==> run_1/met1.png <==
Drawn at 3 px/um.
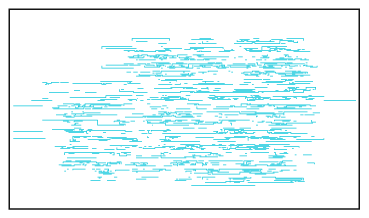
==> run_1/final_congestion.png <==
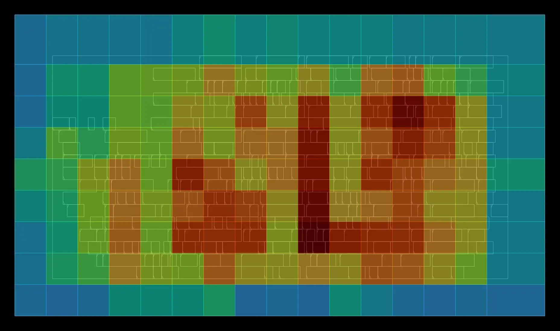
==> run_1/zoom.png <==
Region (75, 37) to (100, 62) um. Cells in gray, sequential cells in the stronger gray; small squares are vias.
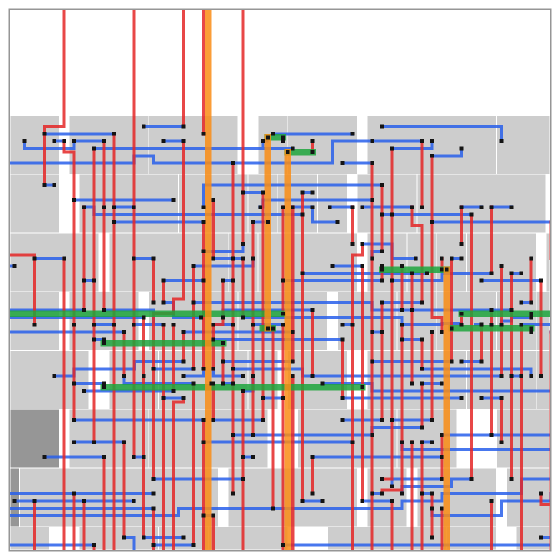
[src/rtl/calc_pkg.sv]
// Shared types and constants for the calculator result display.
// Optional signed mode is selected with the CALC_SIGNED_EN macro.
package calc_pkg;

  localparam int unsigned RESUL_W = 8;
  localparam int unsigned BCD_W   = 12;
  localparam int unsigned SR_W    = BCD_W + RESUL_W;

  typedef enum logic [1:0] {IDLE, SHIFT, DONE} state_e;

  localparam logic [6:0] SEG_0     = 7'b0111111;
  localparam logic [6:0] SEG_1     = 7'b0000110;
  localparam logic [6:0] SEG_2     = 7'b1011011;
  localparam logic [6:0] SEG_3     = 7'b1001111;
  localparam logic [6:0] SEG_4     = 7'b1100110;
  localparam logic [6:0] SEG_5     = 7'b1101101;
  localparam logic [6:0] SEG_6     = 7'b1111101;
  localparam logic [6:0] SEG_7     = 7'b0000111;
  localparam logic [6:0] SEG_8     = 7'b1111111;
  localparam logic [6:0] SEG_9     = 7'b1101111;
  localparam logic [6:0] SEG_MINUS = 7'b1000000;
  localparam logic [6:0] SEG_BLANK = 7'b0000000;

  // Double-dabble nibble correction applied before each shift.
  function automatic logic [3:0] add3(input logic [3:0] n);
    return (n >= 4'd5) ? n + 4'd3 : n;
  endfunction

endpackage

[src/rtl/seg7_decode.sv]
// Combinational BCD digit to 7-segment decoder with blanking.
// Segment order {g,f,e,d,c,b,a}, active-high.
module seg7_decode
  import calc_pkg::*;
(
  input  logic [3:0] digit_i,
  input  logic       blank_i,
  output logic [6:0] seg_o
);

  always_comb begin
    seg_o = SEG_BLANK;
    if (!blank_i) begin
      case (digit_i)
        4'd0:    seg_o = SEG_0;
        4'd1:    seg_o = SEG_1;
        4'd2:    seg_o = SEG_2;
        4'd3:    seg_o = SEG_3;
        4'd4:    seg_o = SEG_4;
        4'd5:    seg_o = SEG_5;
        4'd6:    seg_o = SEG_6;
        4'd7:    seg_o = SEG_7;
        4'd8:    seg_o = SEG_8;
        4'd9:    seg_o = SEG_9;
        default: seg_o = SEG_BLANK;
      endcase
    end
  end

endmodule

[src/rtl/calc_result_display.sv]
// Accepts calculator results, converts to BCD by double-dabble and scans a 4-digit display.
// Define CALC_SIGNED_EN to treat resul as two's complement and show a minus on digit 3.
module calc_result_display
  import calc_pkg::*;
#(
  parameter int unsigned SCAN_DIV = 1000
) (
  input  logic               clk,
  input  logic               rst,
  input  logic               resul_valid,
  input  logic [RESUL_W-1:0] resul,
  output logic               resul_ready,
  output logic               busy,
  output logic [BCD_W-1:0]   bcd,
  output logic               bcd_valid,
  output logic [6:0]         seg,
  output logic [3:0]         an
);

  localparam int unsigned ScanW = (SCAN_DIV > 1) ? $clog2(SCAN_DIV) : 1;

  state_e             state_q, state_d;
  logic [SR_W-1:0]    sr_q, sr_d, sr_adj;
  logic [2:0]         iter_q, iter_d;
  logic [BCD_W-1:0]   bcd_q, bcd_d;
  logic               bcd_valid_q, bcd_valid_d;
  logic [ScanW-1:0]   scan_q;
  logic [1:0]         idx_q;
  logic [RESUL_W-1:0] mag;
  logic [6:0]         sign_seg, dec_seg;
  logic [3:0]         dec_digit;
  logic               dec_blank;

`ifdef CALC_SIGNED_EN
  logic neg_pend_q, neg_q;

  assign mag      = resul[RESUL_W-1] ? (~resul + 8'd1) : resul;
  assign sign_seg = neg_q ? SEG_MINUS : SEG_BLANK;

  always_ff @(posedge clk or posedge rst) begin
    if (rst) begin
      neg_pend_q <= 1'b0;
      neg_q      <= 1'b0;
    end else begin
      if (state_q == IDLE && resul_valid) neg_pend_q <= resul[RESUL_W-1];
      if (state_q == DONE)                neg_q      <= neg_pend_q;
    end
  end
`else
  assign mag      = resul;
  assign sign_seg = SEG_BLANK;
`endif

  assign sr_adj = {add3(sr_q[19:16]), add3(sr_q[15:12]), add3(sr_q[11:8]), sr_q[7:0]};

  always_comb begin
    state_d     = state_q;
    sr_d        = sr_q;
    iter_d      = iter_q;
    bcd_d       = bcd_q;
    bcd_valid_d = 1'b0;
    unique case (state_q)
      IDLE: begin
        if (resul_valid) begin
          sr_d    = {{BCD_W{1'b0}}, mag};
          iter_d  = '0;
          state_d = SHIFT;
        end
      end
      SHIFT: begin
        sr_d   = {sr_adj[SR_W-2:0], 1'b0};
        iter_d = iter_q + 3'd1;
        if (iter_q == 3'd7) state_d = DONE;
      end
      DONE: begin
        // bcd_q doubles as the display register; it only moves here, so the scan never tears.
        bcd_d       = sr_q[SR_W-1 -: BCD_W];
        bcd_valid_d = 1'b1;
        state_d     = IDLE;
      end
      default: state_d = IDLE;
    endcase
  end

  always_ff @(posedge clk or posedge rst) begin
    if (rst) begin
      state_q     <= IDLE;
      sr_q        <= '0;
      iter_q      <= '0;
      bcd_q       <= '0;
      bcd_valid_q <= 1'b0;
    end else begin
      state_q     <= state_d;
      sr_q        <= sr_d;
      iter_q      <= iter_d;
      bcd_q       <= bcd_d;
      bcd_valid_q <= bcd_valid_d;
    end
  end

  always_ff @(posedge clk or posedge rst) begin
    if (rst) begin
      scan_q <= '0;
      idx_q  <= '0;
    end else if (scan_q == ScanW'(SCAN_DIV - 1)) begin
      scan_q <= '0;
      idx_q  <= idx_q + 2'd1;
    end else begin
      scan_q <= scan_q + ScanW'(1);
    end
  end

  always_comb begin
    dec_digit = bcd_q[3:0];
    dec_blank = 1'b0;
    unique case (idx_q)
      2'd0: begin
        dec_digit = bcd_q[3:0];
        dec_blank = 1'b0;
      end
      2'd1: begin
        dec_digit = bcd_q[7:4];
        dec_blank = (bcd_q[11:8] == 4'd0) && (bcd_q[7:4] == 4'd0);
      end
      2'd2: begin
        dec_digit = bcd_q[11:8];
        dec_blank = (bcd_q[11:8] == 4'd0);
      end
      2'd3: begin
        dec_digit = 4'd0;
        dec_blank = 1'b1;
      end
    endcase
  end

  seg7_decode u_seg7_decode (
    .digit_i (dec_digit),
    .blank_i (dec_blank),
    .seg_o   (dec_seg)
  );

  assign resul_ready = (state_q == IDLE);
  assign busy        = (state_q != IDLE);
  assign bcd         = bcd_q;
  assign bcd_valid   = bcd_valid_q;
  assign an          = 4'b0001 << idx_q;
  assign seg         = (idx_q == 2'd3) ? sign_seg : dec_seg;

endmodule

[config.mk]
export PLATFORM = sky130hd
export DESIGN_NAME = calc_result_display
export DESIGN_NICKNAME = d
export VERILOG_FILES = /design/src/rtl/calc_pkg.sv /design/src/rtl/seg7_decode.sv /design/src/rtl/calc_result_display.sv
export SDC_FILE = /design/constraint.sdc
export NUM_CORES = 1
export LEC_CHECK = 0
export ABC_CLOCK_PERIOD_IN_PS = 2800
export CORE_ASPECT_RATIO = 0.5
export CORE_MARGIN = 8
export CORE_UTILIZATION = 55
export DETAILED_ROUTE_END_ITERATION = 12
export PLACE_DENSITY = 0.9
export SYNTH_ARGS = -nofsm -noshare
export SYNTH_HDL_FRONTEND = slang
export SYNTH_SLANG_ARGS = --single-unit
[constraint.sdc]
create_clock -name clk -period 2.8 [get_ports clk]
set_input_delay 0.56 -clock clk [delete_from_list [all_inputs] [get_ports clk]]
set_output_delay 0.56 -clock clk [all_outputs]
set_load 0.05 [all_outputs]
==> Slide: Implementation Results, run 1 <==
Implementation Results

Logic synthesis
  • Synth flops: approximately 50
  • Simple logic cell fraction of the synthesized area: 0.1527
  • Mux frac, synth: 0.08428
  • EDFF count, synth: 0
  • Post-synth ARST share: 1.000
  • Cell Type Count: between 40 and 50

Run status
  • Status: finished, violations left
  • Violated checks: negative setup slack

GRT
  • Largest net degree at the start of global routing: between 50 and 60

Final timing
  • RSZ-0062 raised after global routing: true
  • Final period util: 1.099
  • Setup Viol. Count Final: 7
  • Final worst slack: -0.2764 ns

Setup path
  • Slowest cell on the critical path: dfrtp_1
  • Worst Setup SP: idx_q[1]
  • Worst stage delay on the critical path: 0.44 ns

Power
  • Worst-case vdd ir drop: ~0.63 mV
  • Power in the clock group: ~0.00041 W
  • Switching share of power: 0.4502

Placement
  • Placed cell count: 377

Cells and area
  • Share of layout cells above drive strength 1: 0.2492
  • Non-CTS inverters: 17
  • Top cells excl fill/tap: dfrtp_1 (49), clkdlybuf4s50_1 (29), nand2_1 (27), o21ai_0 (24), buf_4 (19)

Routing
  • Wire length on met2: around 3200 um

CTS
  • CTS sink cnt: approximately 50
  • Post-CTS resize count: 20

Hold path
  • Hold Crit Class: reg2reg

Run
  • Max_cap viols: 0

Die
  • Tap cells: ~70
About met1.png:
longest straight run: 21.4 um
share of all routed wire: 42%
met1 Use GR: 0.2219
vias: 2325
Total Routed Length: 6743 um

About final_congestion.png:
gr busiest metal: met2
grt met2 use: 0.3026
GR Util All Layers: 0.1824

About zoom.png:
legend:
  red:
    layer: met2
  green:
    layer: met3
  blue:
    layer: met1
  orange:
    layer: met4
sequential cells in the window: 0
cells with their middle in the window: 45
most frequent: buf_4 (4)

==> run 1 -> run 2 <==
HOLD_SLACK_MARGIN = 0.1   (was default)
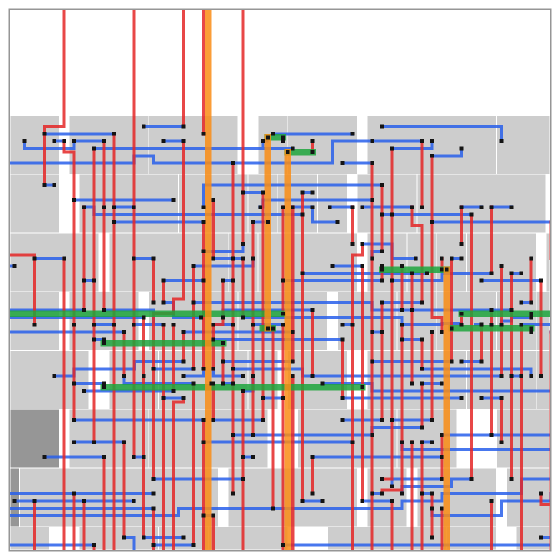
(run_2/zoom.png)
Region (75, 37) to (100, 62) um. Cells in gray, sequential cells in the stronger gray; small squares are vias.
legend:
  blue:
    layer: met1
  orange:
    layer: met4
  red:
    layer: met2
  green:
    layer: met3
cells with their middle in the window: 45
sequential cells in the window: 0
most frequent: buf_4 (4)

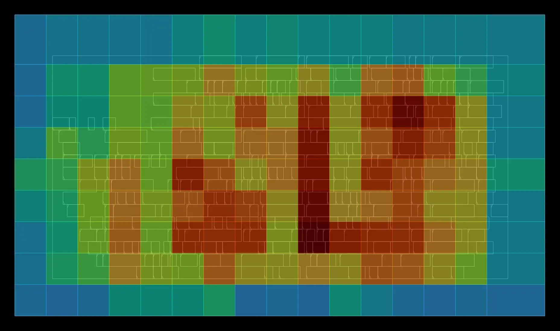
(run_2/final_congestion.png)
final core utilization: 0.7396
GRT met3 Usage: 0.03734
Routed wire per std cell: 16.90 um

==> run 2 against run 1 <==
  * The flow still finishes with violations (negative setup slack)
  * Non-clock buffer count unchanged
  * Register-to-register slack about the same
  * Critical path depth did not move
  * Routed wire length did not move
  * Via count unchanged
  * Combinational power is essentially flat
  * Maximum frequency stayed put
  * Global-route usage stayed put
  * Power unchanged
  * Clock power hardly changed
  * Critical endpoint unchanged
  * Largest power group unchanged
  * Highest routed layer unchanged
==> Slide: Implementation Results, run 2 <==
Implementation Results

Final timing
  • Final period util: 1.099 (unchanged)
  • RSZ-0062 raised after global routing: true (unchanged)
  • Setup Viol. Count Final: 7 (unchanged)
  • Final worst slack: -0.2764 ns (unchanged)

Logic synthesis
  • Synth flops: 50 (unchanged)
  • Cell Type Count: 42 (unchanged)
  • XOR/XNOR Area Share: 0.03806 (unchanged)
  • Simple logic cell fraction of the synthesized area: 0.1527 (unchanged)
  • Post-synth ARST share: 1.000 (unchanged)
  • Mux frac, synth: 0.08428 (unchanged)
  • EDFF count, synth: 0 (unchanged)

Cells and area
  • Share of layout cells above drive strength 1: 0.2492 (unchanged)
  • Top cells excl fill/tap: dfrtp_1 (49), clkdlybuf4s50_1 (29), nand2_1 (27), o21ai_0 (24), buf_4 (19) (unchanged)
  • Non-CTS inverters: 17 (unchanged)

Routing
  • Vias: 2325 (unchanged)
  • Total Routed Length: 6743 um (unchanged)

Placement
  • Placed cell count: 377 (unchanged)

CTS
  • CTS sink cnt: 50 (unchanged)
  • Post-CTS resize count: 20 (unchanged)

GRT
  • Gr busiest metal: met2 (unchanged)
  • GR Util All Layers: 0.1824 (unchanged)
  • Met1 Use GR: 0.2219 (unchanged)
  • Largest net degree at the start of global routing: 51 (unchanged)

Run status
  • Violated checks: negative setup slack (unchanged)
  • Status: finished, violations left (unchanged)

Hold path
  • Hold Crit Class: reg2reg (unchanged)

Run
  • Max_cap viols: 0 (unchanged)

Setup path
  • Slowest cell on the critical path: dfrtp_1 (unchanged)
  • Worst Setup SP: idx_q[1] (unchanged)
  • Worst stage delay on the critical path: 0.44 ns (about the same)

Power
  • Worst-case vdd ir drop: 0.6343 mV (unchanged)
  • Switching share of power: 0.4502 (unchanged)
  • Power in the clock group: 0.000414 W (about the same)
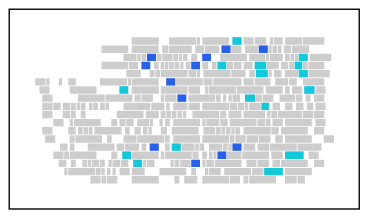
(run_2/gate_families.png)
Drawn at 3 px/um.
legend:
  cyan:
    family: AND-OR and OR-AND gates
    cells: 16
  blue:
    family: XOR/XNOR gates
    cells: 12
final non-filler cell total: 399
most numerous logic cell after layout: dfrtp_1
combinational share of cell area: 0.4292

==> run 2 -> run 3 <==
--- a/config.mk
+++ b/config.mk
@@ -16,2 +16,3 @@
 export SYNTH_HDL_FRONTEND = slang
 export SYNTH_SLANG_ARGS = --single-unit
+export TNS_END_PERCENT = 100
==> constraint.sdc (replaced) <==
create_clock -name clk -period 2.8 [get_ports clk]
set_input_delay 0.28 -clock clk [delete_from_list [all_inputs] [get_ports clk]]
set_output_delay 0.28 -clock clk [all_outputs]
set_load 0.05 [all_outputs]
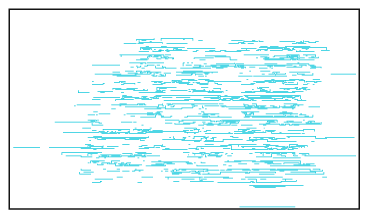
(run_3/met1.png)
Drawn at 3 px/um.
wire length on this layer: 2860 um
nets with wire on the layer: 303
main direction: horizontal
share of all routed wire: 42%
vias: 2252
met1 Use GR: 0.2008
Total Routed Length: 6756 um

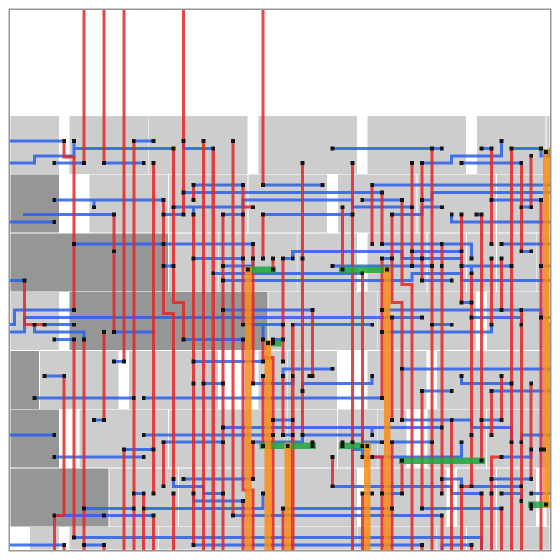
(run_3/zoom.png)
Region (75, 37) to (100, 62) um. Cells in gray, sequential cells in the stronger gray; small squares are vias.
legend:
  green:
    layer: met3
  orange:
    layer: met4
  red:
    layer: met2
  blue:
    layer: met1
cells with their middle in the window: 41
sequential cells in the window: 2
netlist names of flops here include: bcd (2)
most frequent: clkdlybuf4s50_1 (5), mux2i_1 (3), ha_1 (3)

==> run 3 against run 2 <==
  * Highest routed layer unchanged
  * Largest power group unchanged
  * Clock power grew 11%
  * Cell area decreased by 1.9%
  * Critical path depth shrank 1
  * The flow now finishes without violations
  * Sequential cell count is the same
  * Sequential share of layout area up 0.67 points
  * Largest cell class unchanged
==> Slide: Implementation Results, run 3 <==
Implementation Results

Run
  • Max_cap viols: 0 (unchanged)

Cells and area
  • Share of layout cells above drive strength 1: 0.2185 (was 0.2492)
  • ANT cells: 0 (unchanged)
  • Combinational share of cell area: 0.4255 (was 0.4292)
  • Most numerous logic cell after layout: dfrtp_1 (unchanged)
  • Non-CTS inverters: 17 (unchanged)
  • Number of clock buffers in the layout: 5 (was 6)

Logic synthesis
  • Cell Type Count: 42 (unchanged)
  • XOR/XNOR Area Share: 0.03806 (unchanged)
  • Synth flops: 50 (unchanged)
  • Post-synth ARST share: 1.000 (unchanged)
  • EDFF count, synth: 0 (unchanged)
  • Yosys top cell by area: dfrtp_1 (unchanged)
  • Mux frac, synth: 0.08428 (unchanged)
  • Simple logic cell fraction of the synthesized area: 0.1527 (unchanged)
  • Cells after Synth: 274 (unchanged)
  • Top logic family: AND-OR/OR-AND gates (unchanged)
  • YS chip area: 2761 um^2 (unchanged)

GRT
  • GR Util All Layers: 0.1741 (was 0.1824)
  • Grt met2 use: 0.2904 (was 0.3026)
  • GRT met3 Usage: 0.04827 (was 0.03734)
  • Gr busiest metal: met2 (unchanged)
  • Largest net degree at the start of global routing: 27 (was 51)

Routing
  • Routed wire per std cell: 17.10 um (was 16.90 um)
  • Wire length on met2: 3206 um (was 3175 um)

Final timing
  • Actual slew at the worst max-slew pin: 0.6171 ns (was 0.6182 ns)
  • RSZ-0062 raised after global routing: true (unchanged)
  • Final period util: 0.9944 (was 1.099)
  • Max Freq: 0.3591 GHz (was 0.3251 GHz)
  • Minimum clock period: 2.784 ns (was 3.076 ns)
  • Final worst slack: 0.01558 ns (was -0.2764 ns)

Setup path
  • Slowest cell on the critical path: dfrtp_1 (unchanged)
  • Worst stage delay on the critical path: 0.40 ns (was 0.44 ns)
  • Worst Setup SP: idx_q[1] (unchanged)
  • Setup Crit Path Kind: reg2out (unchanged)

Placement
  • Placed cell count: 376 (was 377)

CTS
  • CTS sink cnt: 50 (unchanged)
  • Late-Pin Clk Latency: 0.32 ns (was 0.31 ns)
  • Post-CTS resize count: 9 (was 20)

Power
  • Switching share of power: 0.4568 (was 0.4502)
  • Worst-case vdd ir drop: 0.6585 mV (was 0.6343 mV)

Hold path
  • Hold Crit Class: in2async (was reg2reg)

Run status
  • Status: finished clean (was finished, violations left)

Die
  • Tap cells: 70 (unchanged)
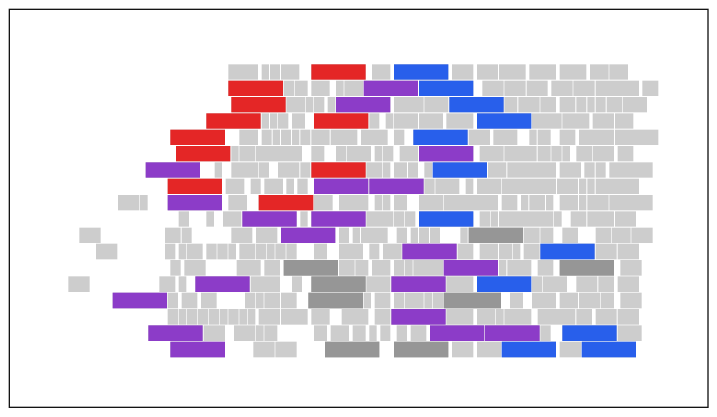
(run_3/registers.png)
Drawn at 6 px/um. Other sequential cells in the stronger gray, the rest of the logic in the fainter gray.
legend:
  red:
    name_in_the_netlist: scan_q
    placed_flops: 10
  blue:
    name_in_the_netlist: bcd
    placed_flops: 12
  purple:
    name_in_the_netlist: sr_q
    placed_flops: 20
not colored: 8
flop share of the area: 0.3532
Flop area: 1252 um^2
final core utilization: 0.7256
Seq. pwr: 0.00116 W

No activity file was given, so power comes from the tool's default toggle rates.
